**Run 1: gate families picked out**

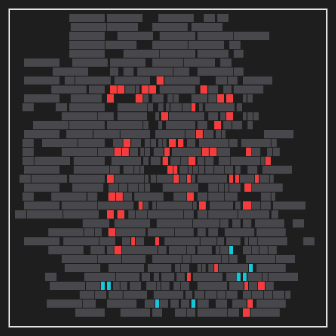
**Run 1: PDN straps and rails**

Pins as bars on the die edge.
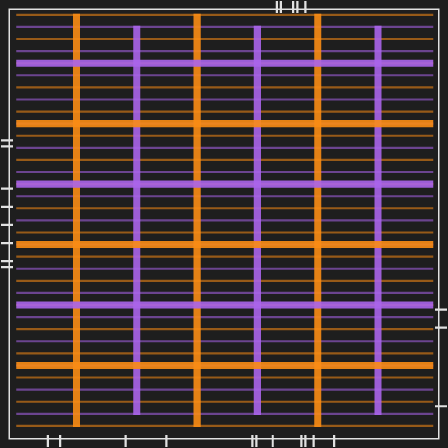
**Run 1: M1 wires**

Supply wires on this layer in grey.
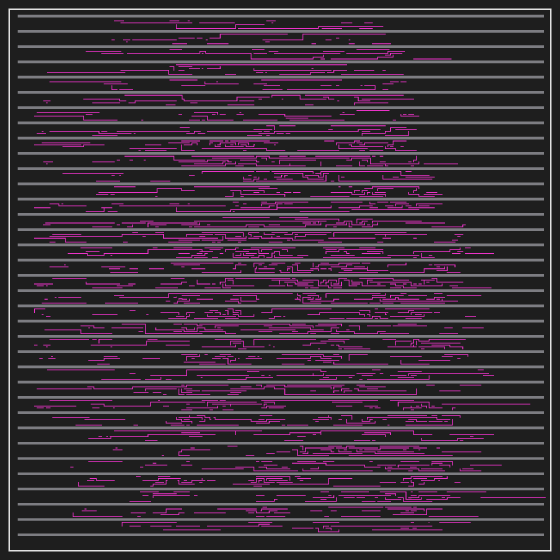
==> config.mk <==
export PLATFORM = sky130hd
export DESIGN_NAME = wave_play_out
export DESIGN_NICKNAME = d
export VERILOG_FILES = /design/src/rtl/audio_pkg.sv /design/src/rtl/play_sample_fifo.sv /design/src/rtl/wave_play_out.sv
export SDC_FILE = /design/constraint.sdc
export NUM_CORES = 1
export LEC_CHECK = 0
export CAP_MARGIN = 25
export CORE_UTILIZATION = 55
export CTS_BUF_LIST = sky130_fd_sc_hd__clkbuf_4 sky130_fd_sc_hd__clkbuf_8
export DETAILED_ROUTE_END_ITERATION = 16
export PLACE_DENSITY = 0.88
export SLEW_MARGIN = 20
export SYNTH_ARGS = -nofsm -noshare
export SYNTH_HDL_FRONTEND = slang
export SYNTH_SLANG_ARGS = --single-unit
==> constraint.sdc <==
create_clock -name clock_50M -period 2.3 [get_ports clock_50M]
set_input_delay 0.46 -clock clock_50M [delete_from_list [all_inputs] [get_ports clock_50M]]
set_output_delay 0.46 -clock clock_50M [all_outputs]
set_load 0.01 [all_outputs]
==> flow_metrics.py, run 1 <==
# Physical implementation metrics
metrics = {
    "final_layout": {
        "flop_area_mm2": 0.00293,
        "antenna_cells": 0,
        "area_delta_synth_final_pct": 16.9,
        "fin_nets": 438,
        "layout-drive-gt1-share_pct": 17.4,
        "layout_top_cells": "64 x edfxtp_1, 38 x dfrtp_1, 30 x nand4_1",
        "largest_register_ffs": 64,
        "fill_cells": 602,
        "comb_area_mm2": 0.00185,
    },
    "yosys": {
        "synth-warning-count": 0,
        "edf_count": 64,
        "top_area_share_pct": 39.3,
        "yosysTopAreaCell": "edfxtp_1",
        "synth_nets": 396,
        "ys_ff": 104,
        "yosysCellCount": 361,
        "synth_cell_type_count": 53,
        "synthArstFlopShare_pct": 38.5,
        "avgSynthCellArea_um2": 13.5,
        "ys_chip_area_mm2": 0.00489,
        "yosys-top-cells-count": "64 x edfxtp_1, 39 x dfrtp_1, 30 x nand4_1, 26 x nor2_1, 16 x clkbuf_1",
        "netlist_area_mm2": 0.00489,
        "synth.most_common_cell": "edfxtp_1",
        "syn_inst": 361,
        "postSynthSeqShare_pct": 59.8,
        "ff_type": "edfxtp_1",
        "topCellsByArea": "edfxtp_1 39%, dfrtp_1 20%, mux4_1 5.4%",
    },
    "die": {
        "core.rowCount": 34,
        "pin_count": 27,
        "fp_util_pct": 56.3,
        "chipArea_mm2": 0.00927,
    },
    "clocking": {
        "worstSkewPairLatency_ns": 0.37,
        "cts_resized": 0,
        "clock_sinks": 104,
        "post-cts-setup-buffers": 1,
        "cts_hold_buf": 0,
        "clkTransAtPathRegs_ns": 0.10,
        "cts_tree": "built",
        "cts_buffers": 9,
        "htreeDepth": 3,
        "clockBufferDepth": 2,
        "cts-root-buf": "clkbuf_8",
    },
    "global_route": {
        "grt_pass1_wl_um": 17600,
        "grt_max_degree": 47,
        "globalRouteOverflowTotal": 0,
        "grt_usage_pct": 26.2,
        "antenna_found_initial": 0,
        "grt_pass1_vias": 3445,
    },
    "final_timing": {
        "hold_slack_ns": 0.0252,
        "finalClockSkew_ns": 0.00903,
        "hold_violations": 0,
        "fin_crit_ns": 2.25,
        "setup_violations": 0,
        "finalSetupTns_ns": 0,
        "setup_slack_ns": 0.0483,
        "slew_headroom_pct": 45.3,
        "fmax_ghz": 0.444,
        "tightest_slew_ns": 0.817,
        "fin_crit_sh_pct": 97.9,
        "finalMaxSlewViolations": 0,
    },
    "placement": {
        "place.detailed.hpwl_um": 7030,
        "pre_cts_ws_ns": -0.149,
        "io_buffer_count": 26,
        "place.gp.congestion": 0.918,
    },
    "power": {
        "power.leakage_nw": 2.10,
        "total_power_mw": 6.03,
        "power.density_mw_per_mm2": 1050,
    },
    "drt": {
        "via_per_inst": 6.66,
        "firstDrtPassIters": 5,
        "drc_errors": 0,
        "detail_route.wl_per_cell_um": 21.6,
        "ant_nets": 0,
        "drt-initial-drc-count": 456,
    },
    "setup_path": {
        "crit_family": "adder cells",
        "rr_worst_depth": 8,
        "path_max_fanout": 5,
        "critPathLaunchType": "flop",
        "crit_slowest_cell": "dfrtp_2",
        "setup.reg_to_reg.worst_slack_ns": 0.05,
        "required_ns": 2.56,
        "path_cells": "ha_1 > or2_2 > nand2_1 > a21oi_4 > ha_2 > inv_1 > fa_1 > mux2_2",
        "worstSetupPathType": "reg -> reg",
        "cp_data_arrival_time_ns": 2.52,
        "setup.worst_path.end_class": "flop",
        "crit_buf_inv": 1,
        "slowest_delay_ns": 0.47,
        "worst-path-stages": 8,
    },
    "outcome": {
        "status": "completed",
    },
    "flow_run": {
        "maxCapViolCount": 0,
        "warnings": 33,
    },
    "worst_hold_path": {
        "hold_path_class": "in -> async",
    },
}
Back to the opening pictures, 'gate families picked out':
legend:
  inverters:
    colour: cyan
    cells: 8
    most_used: inv_1
  NAND gates:
    colour: red
    cells: 54
    most_used: nand4_1
Commonest Layout Cell: edfxtp_1
logic share of the area: 32.4%
Finished Layout Cells: 516

Back to the opening pictures, 'PDN straps and rails':
legend:
  VSS:
    colour: orange
  VDD:
    colour: purple
rows: 34
signal pins: 27
Max VDD drop: 0.000531 V
placeable core area: 0.00868 mm^2
chip width: 96.3 um
DIE HEIGHT: 96.3 um

Back to the opening pictures, 'M1 wires':
wire length on this layer: 4460 um
nets with wire on the layer: 399
share of all routed wire: 40%
final wirelength: 11200 um
Via Count: 3437
GR met1 Demand/Resource: 33.6%

run 1: cell families after synthesis:
family,count (synthesis),share of synthesized area (%)
adders and majority gates,12,3.22
and+or+nand+nor,107,11.7
AOI/OAI and AO/OA,75,11.1
DFF,104,59.8
buffers and inverters,34,3.28
xor gates and xnor gates,9,1.77
muxes,20,9.06
run 1: power breakdown:
| part | switching [mW] | total (mW) | leakage [nW] | internal, mW |
|---|---|---|---|---|
| logic | 1.20 | 2.24 | 0.917 | 1.04 |
| registers | 0.203 | 2.50 | 1.07 | 2.30 |
| clock network | 0.654 | 1.28 | 0.114 | 0.627 |
| total | 2.06 | 6.03 | 2.10 | 3.97 |
run 1: per-stage QoR:
step / std cells / cell area (um^2) / utilization, %
finish: 516 / 5720 / 65.9
floorplan: 361 / 4900 / -
CTS: 511 / 5660 / 65.3
global route: 516 / 5720 / 65.9
detailed placement: 494 / 5430 / 62.6
global placement: 494 / 5430 / 62.6
run 1: final cells by class:
cell class	count	area share (%)
sequential	104	51.2
multi-input combinational	223	32.4
timing repair buffer	57	9.63
tap	108	2.36
clock buffer	9	2.17
clock inverter	7	1.77
inverter	8	0.525
run 1: worst register-to-register path, cell delays in order (launching register included):
cell,delay [ns]
dfrtp_2,0.47
ha_1,0.24
or2_2,0.32
nand2_1,0.13
a21oi_4,0.07
ha_2,0.18
inv_1,0.07
fa_1,0.40
mux2_2,0.26
run 1: routing by layer:
| layer | up-vias | track usage, % | wire length (um) |
|---|---|---|---|
| met3 | 30 | 5.13 | 818 |
| met5 | - | 0 | 0 |
| met1 | 1708 | 33.6 | 4460 |
| li1 | 1506 | - | - |
| met2 | 193 | 43.6 | 5600 |
| met4 | 0 | 11.3 | 285 |
**Run 1: clock wiring as the flow saved it**

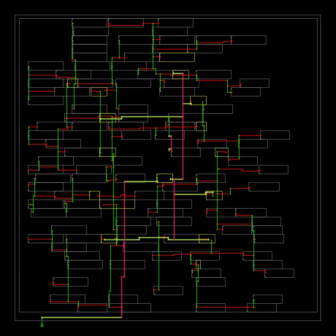

==> run 2: changes to the inputs <==
GPL_TIMING_DRIVEN = 0   (was unset)
SLEW_MARGIN = unset   (was 20)
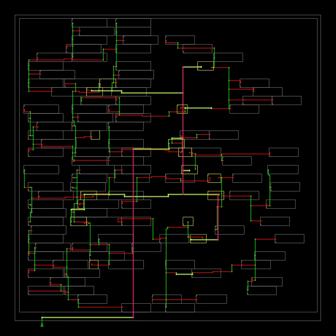
**Above:** run 2 (clock wiring as the flow saved it).
Insertion Delay late pin: 0.38 ns
registers: 104
clock sinks: 104
clock buf count: 10

==> flow_metrics.py, run 2 <==
# Physical implementation metrics
metrics = {
    "final_layout": {
        "antenna_cells": 0,
        "layout_top_cells": "64 x edfxtp_1, 36 x dfrtp_1, 30 x nand4_1",
        "seq_share_pct": 52.0,
        "final-nonclk-buf-share_pct": 8.34,
        "area_delta_synth_final_pct": 15.1,
        "comb-cell-share_pct": 33.5,
        "clk_share_pct": 3.27,
        "flop_area_mm2": 0.00293,
        "logic_gates": 223,
        "nNonClkBuffers": 59,
        "inverters": 8,
        "comb_area_mm2": 0.00188,
        "layout-drive-gt1-share_pct": 17.1,
        "final_util_pct": 64.9,
    },
    "global_route": {
        "globalRouteOverflowTotal": 0,
        "grt_pass1_wl_um": 17600,
        "grt_pass1_vias": 3284,
        "grt_usage_pct": 26.5,
        "antenna_found_initial": 0,
    },
    "power": {
        "peakVddDrop_v": 0.000560,
        "intPower_mw": 3.72,
        "power.density_mw_per_mm2": 1020,
        "seqPwrFrac_pct": 43.3,
        "p_sw_share_pct": 35.5,
    },
    "drt": {
        "firstDrtPassIters": 6,
        "detail_route.wl_per_cell_um": 21.2,
        "drc_errors": 0,
        "wl_um": 11000,
        "via_per_inst": 6.58,
        "route.vias.total": 3409,
    },
    "placement": {
        "place.detailed.hpwl_um": 7520,
    },
    "die": {
        "chipArea_mm2": 0.00927,
        "core.rowCount": 34,
        "fp_util_pct": 56.3,
        "die_w_um": 96.3,
        "taps": 108,
        "dieHeight_um": 96.3,
        "pin_count": 27,
    },
    "yosys": {
        "synth_cell_type_count": 53,
        "yosysCellCount": 361,
        "synth.most_common_cell": "edfxtp_1",
        "synth-warning-count": 0,
        "yosys-top-cells-count": "64 x edfxtp_1, 39 x dfrtp_1, 30 x nand4_1, 26 x nor2_1, 16 x clkbuf_1",
        "topCellsByArea": "edfxtp_1 39%, dfrtp_1 20%, mux4_1 5.4%",
        "postSynthSeqShare_pct": 59.8,
        "ys_chip_area_mm2": 0.00489,
        "syn_inst": 361,
        "edf_count": 64,
        "yosysTopAreaCell": "edfxtp_1",
        "ys_ff": 104,
        "synth_nets": 396,
    },
    "setup_path": {
        "required_ns": 2.61,
        "rr_worst_depth": 8,
        "critPathLaunchType": "flop",
        "slowest_delay_ns": 0.50,
        "worst-path-stages": 8,
        "setup.reg_to_reg.worst_slack_ns": 0.05,
        "path_max_fanout": 11,
        "crit_family": "simple AND/OR/NAND/NOR gates",
        "cp_data_arrival_time_ns": 2.56,
        "crit_buf_inv": 1,
    },
    "final_timing": {
        "setup_violations": 0,
        "fin_crit_ns": 2.25,
        "finalMaxSlewViolations": 0,
        "fmax_ghz": 0.444,
        "tightest_slew_ns": 0.713,
        "slew_headroom_pct": 52.2,
    },
    "clocking": {
        "clkTransAtPathRegs_ns": 0.10,
        "htreeDepth": 3,
    },
    "outcome": {
        "status": "completed",
    },
    "flow_run": {
        "warnings": 34,
    },
}
==> run 2: cell count changes in the layout (fill, tap and decap cells not counted), sizes merged <==
cell / delta
bufinv: -2
dlygate4sd3: +1
clkbuf: +15
inv: -1
dlymetal6s2s: +1
buf: -13
clkdlybuf4s50: -1
clkinv: +1
clkinvlp: +1
==> run 2: power by group through the flow <==
stage / clock network, mW / logic [mW] / registers [mW]
finish: 1.08 / 2.19 / 2.50
global route: 1.15 / 2.38 / 2.53
CTS: 1.09 / 2.10 / 2.49
detailed placement: 0 / 2.02 / 2.53
global placement: 0 / 1.95 / 2.50
floorplan: 0 / 1.49 / 2.48
==> run 2: kinds of logic (layout without fill, tap and decap cells) <==
group	Yosys count	in the layout	synth area share [%]
and+or+nand+nor	107	107	11.7
DFF	104	104	59.8
AOI/OAI and AO/OA	75	75	11.1
buffers and inverters	34	83	3.28
muxes	20	20	9.06
adders and majority gates	12	12	3.22
xor gates and xnor gates	9	9	1.77
==> run 2: what timing repair did <==
item	CTS	global route
pin swaps	2	1
setup endpoints to repair	66	74
resized	13	10
hold buffers	1	0
setup buffers	4	3
hold endpoints to repair	8	0
==> run 2: stage by stage <==
step | cells | setup WS, ns | hold WS, ns | instance area [um^2] | power (mW)
after global placement | 495 | -0.368 | 0.347 | 5300 | 4.46
after global routing | 518 | -0.0493 | 0.372 | 5630 | 6.06
final | 518 | 0.0496 | 0.364 | 5630 | 5.77
after CTS | 515 | 0.000576 | 0.369 | 5580 | 5.68
after detailed placement | 496 | -0.436 | 0.336 | 5310 | 4.55
after floorplan | 361 | 0.00581 | 0.164 | 4900 | 3.97
==> run 2: metal layers <==
metal  up-vias  part of all wire (%)  track usage (%)
li1       1512                     -                -
met1      1674                    42             36.8
met2       192                    47             42.1
met3        31                   8.2             4.74
met4         0                   2.5             9.56
met5         -                     0                0
No activity file was given, so power comes from the tool's default toggle rates.
